[src/rtl/dl_shift_pkg.sv]
// rtl/dl_shift_pkg.sv - shared op encodings and helpers for the shift pipe
package dl_shift_pkg;

  localparam int OP_W = 2;

  typedef enum logic [OP_W-1:0] {
    SH_SRL = 2'b00,
    SH_SRA = 2'b01,
    SH_SLL = 2'b10,
    SH_ILL = 2'b11
  } sh_op_e;

  function automatic logic op_is_illegal(logic [OP_W-1:0] op);
    return op == SH_ILL;
  endfunction

endpackage

[src/rtl/dl_rshift_a.sv]
// rtl/dl_rshift_a.sv - log-stage arithmetic right shifter, drops the sign/guard bit
module dl_rshift_a #(
  parameter int NUM_BITS = 33,
  parameter int SH_W     = $clog2(NUM_BITS)
) (
  input  logic [NUM_BITS-1:0] a,
  input  logic [SH_W-1:0]     sh,
  output logic [NUM_BITS-2:0] y
);

  // The top bit of a is the sign; it is replicated into vacated positions and
  // never appears itself in the result, so y is one bit narrower than a.
  localparam int W = NUM_BITS - 1;

  logic          sign;
  logic [W-1:0]  acc;
  logic [W-1:0]  ones;

  assign sign = a[NUM_BITS-1];
  assign ones = {W{1'b1}};

  // Barrel stages: stage k shifts by 2**k and back-fills with the sign bit.
  always_comb begin
    acc = a[W-1:0];
    for (int k = 0; k < SH_W; k++) begin
      if (sh[k]) begin
        acc = (acc >> (2 ** k)) | (~(ones >> (2 ** k)) & {W{sign}});
      end
    end
  end

  assign y = acc;

endmodule

[src/rtl/dl_shift_pipe.sv]
// rtl/dl_shift_pipe.sv - two-stage valid/ready SLL/SRL/SRA unit
module dl_shift_pipe
  import dl_shift_pkg::*;
#(
  parameter  int XLEN  = 32,
  parameter  int TAG_W = 5,
  localparam int SHW   = $clog2(XLEN)
) (
  input  logic             clk,
  input  logic             rst,
  input  logic             flush,
  input  logic             in_valid,
  output logic             in_ready,
  input  logic [XLEN-1:0]  in_data,
  input  logic [SHW-1:0]   in_shamt,
  input  logic [OP_W-1:0]  in_op,
  input  logic [TAG_W-1:0] in_tag,
  output logic             out_valid,
  input  logic             out_ready,
  output logic [XLEN-1:0]  out_data,
  output logic [TAG_W-1:0] out_tag,
  output logic             out_err
);

  logic             s1_valid;
  sh_op_e           s1_op;
  logic [TAG_W-1:0] s1_tag;
  logic [SHW-1:0]   s1_shamt;
  logic [XLEN-1:0]  s1_x;
  logic             s1_fill;

  logic             s1_ready;
  logic             s2_ready;

  logic [XLEN-1:0]  in_rev;
  logic [XLEN-1:0]  sh_res;
  logic [XLEN-1:0]  sh_rev;
  logic [XLEN-1:0]  res_data;

  // Ready chain depends only on registered valids, never on in_valid.
  assign s2_ready = !out_valid || out_ready;
  assign s1_ready = !s1_valid || s2_ready;
  assign in_ready = s1_ready && !rst;

  // Left shifts run through the right shifter on bit-reversed operands.
  for (genvar i = 0; i < XLEN; i++) begin : g_rev
    assign in_rev[i] = in_data[XLEN-1-i];
    assign sh_rev[i] = sh_res[XLEN-1-i];
  end

  // Stage 1: capture the request, pre-reverse SLL operands, pick the fill bit.
  always_ff @(posedge clk) begin
    if (rst) begin
      s1_valid <= 1'b0;
      s1_op    <= SH_SRL;
      s1_tag   <= '0;
      s1_shamt <= '0;
      s1_x     <= '0;
      s1_fill  <= 1'b0;
    end else if (flush) begin
      s1_valid <= 1'b0;
    end else if (s1_ready) begin
      s1_valid <= in_valid;
      if (in_valid) begin
        s1_op    <= sh_op_e'(in_op);
        s1_tag   <= in_tag;
        s1_shamt <= in_shamt;
        s1_x     <= (in_op == SH_SLL) ? in_rev : in_data;
        s1_fill  <= (in_op == SH_SRA) && in_data[XLEN-1];
      end
    end
  end

  dl_rshift_a #(
    .NUM_BITS(XLEN + 1),
    .SH_W    (SHW + 1)
  ) u_rshift (
    .a ({s1_fill, s1_x}),
    .sh({1'b0, s1_shamt}),
    .y (sh_res)
  );

  // Undo the reversal for SLL and force zero for the illegal encoding.
  always_comb begin
    res_data = sh_res;
    if (s1_op == SH_SLL) begin
      res_data = sh_rev;
    end else if (s1_op == SH_ILL) begin
      res_data = '0;
    end
  end

  // Stage 2: output register, held while the consumer stalls.
  always_ff @(posedge clk) begin
    if (rst) begin
      out_valid <= 1'b0;
      out_data  <= '0;
      out_tag   <= '0;
      out_err   <= 1'b0;
    end else if (flush) begin
      out_valid <= 1'b0;
    end else if (s2_ready) begin
      out_valid <= s1_valid;
      if (s1_valid) begin
        out_data <= res_data;
        out_tag  <= s1_tag;
        out_err  <= op_is_illegal(s1_op);
      end
    end
  end

endmodule

[config.mk]
export PLATFORM = sky130hd
export DESIGN_NAME = dl_shift_pipe
export DESIGN_NICKNAME = d
export VERILOG_FILES = /design/src/rtl/dl_shift_pkg.sv /design/src/rtl/dl_rshift_a.sv /design/src/rtl/dl_shift_pipe.sv
export SDC_FILE = /design/constraint.sdc
export NUM_CORES = 1
export LEC_CHECK = 0
export ABC_AREA = 1
export CELL_PAD_IN_SITES_DETAIL_PLACEMENT = 0
export CELL_PAD_IN_SITES_GLOBAL_PLACEMENT = 1
export CORE_ASPECT_RATIO = 0.5
export CORE_UTILIZATION = 40
export DETAILED_ROUTE_END_ITERATION = 8
export PLACE_DENSITY = 0.83
export SLEW_MARGIN = 0
export SYNTH_ARGS = -nofsm -noshare
export SYNTH_HDL_FRONTEND = slang
export SYNTH_SLANG_ARGS = --single-unit
[constraint.sdc]
create_clock -name clk -period 2.7 [get_ports clk]
set_clock_uncertainty 0.05 [all_clocks]
set_input_delay 0.675 -clock clk [delete_from_list [all_inputs] [get_ports clk]]
set_output_delay 0.675 -clock clk [all_outputs]
set_load 0.005 [all_outputs]
==> images/power_grid.png <==
Scale bar: 50 µm. Pins as bars on the die edge. Tap cells in gray.
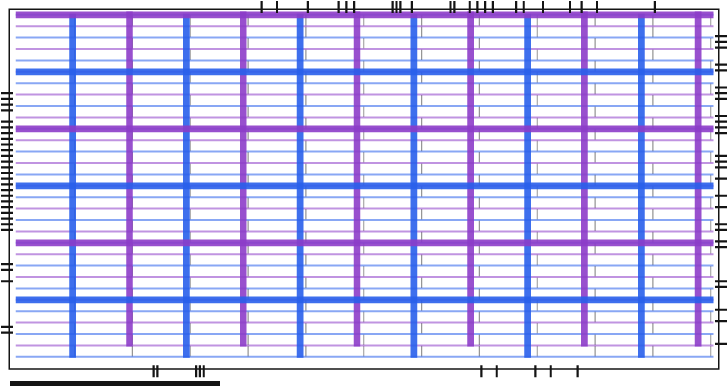
legend:
  VSS:
    color: blue
  VDD:
    color: purple
signal pins: 89
tap cells: 192
met5 straps: 6
Die Span X: 169 µm
Worst VDD drop: 268 µV
core area: 13600 µm²
die height: 85.5 µm

==> images/placement_by_type.png <==
Scale bar: 50 µm.
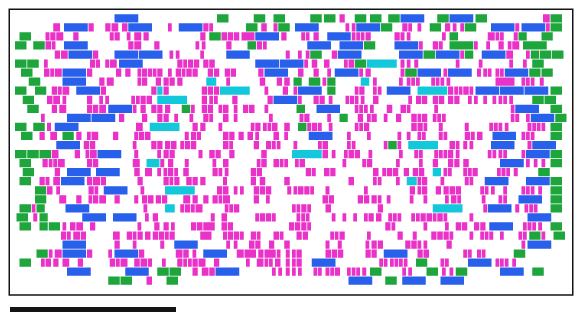
legend:
  flops:
    color: blue
    cells: 85
    share_of_their_area: 26%
  clock drivers and dummy loads:
    color: cyan
    cells: 16
    share_of_their_area: 4.3%
  combinational and other logic:
    color: magenta
    cells: 791
    share_of_their_area: 54%
  other buffers and delay cells:
    color: green
    cells: 106
    share_of_their_area: 16%

==> images/clk_routes.png <==
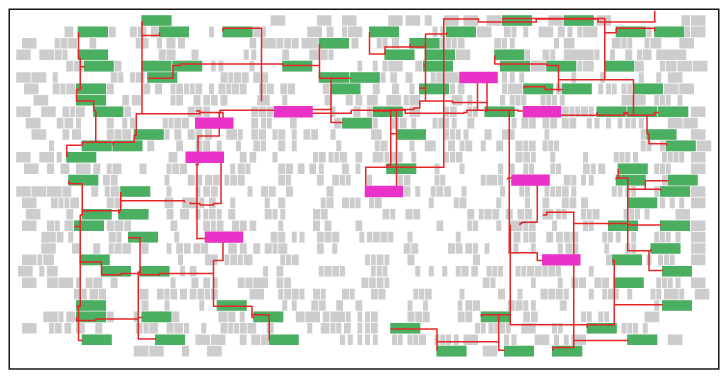
legend:
  clock wires:
    color: red
    length: 1280 µm
  flip-flops:
    color: green
    count: 85
  clock drivers:
    color: magenta
    count: 9
flops lie: all over the die

==> images/wires.png <==
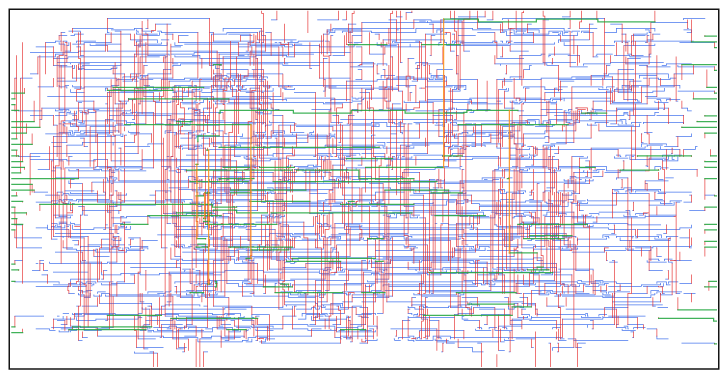
legend:
  metal 3:
    color: green
    wire_length: 1250 µm
  metal 2:
    color: red
    wire_length: 6970 µm
  metal 1:
    color: blue
    wire_length: 9600 µm
  metal 4:
    color: orange
    wire_length: 157 µm

==> results.txt <==
impl run done, here's what came out: 1st-pass router iterations 5, sequential power between 1 and 1.5 mW, dpl ws 0.0836 ns, DRC Markers 0, Top-area cell share a little over 30%, Resized cells post-CTS 0, CP endpoint kind primary output, power density cells around 510 nW/µm², reg-to-reg slack, setup ~0.50 ns, Largest stage delay, worst path 0.49 ns, cycle use final between 90% and 100%, fin crit period roughly 2.6 ns, clock network area share under 10%, Clk pwr share 34.7%, ys flops 85, outcome finished clean, CP Data Arrival Time 1.86 ns, Yosys top cell by instances nand2_1, RSZ-0062 raised after global routing false, tool warnings 26, Routed Antenna Nets 0, wl on met1 about 9.6 mm, # Cells Yosys 949
Power is estimated from default activity; no workload was simulated.
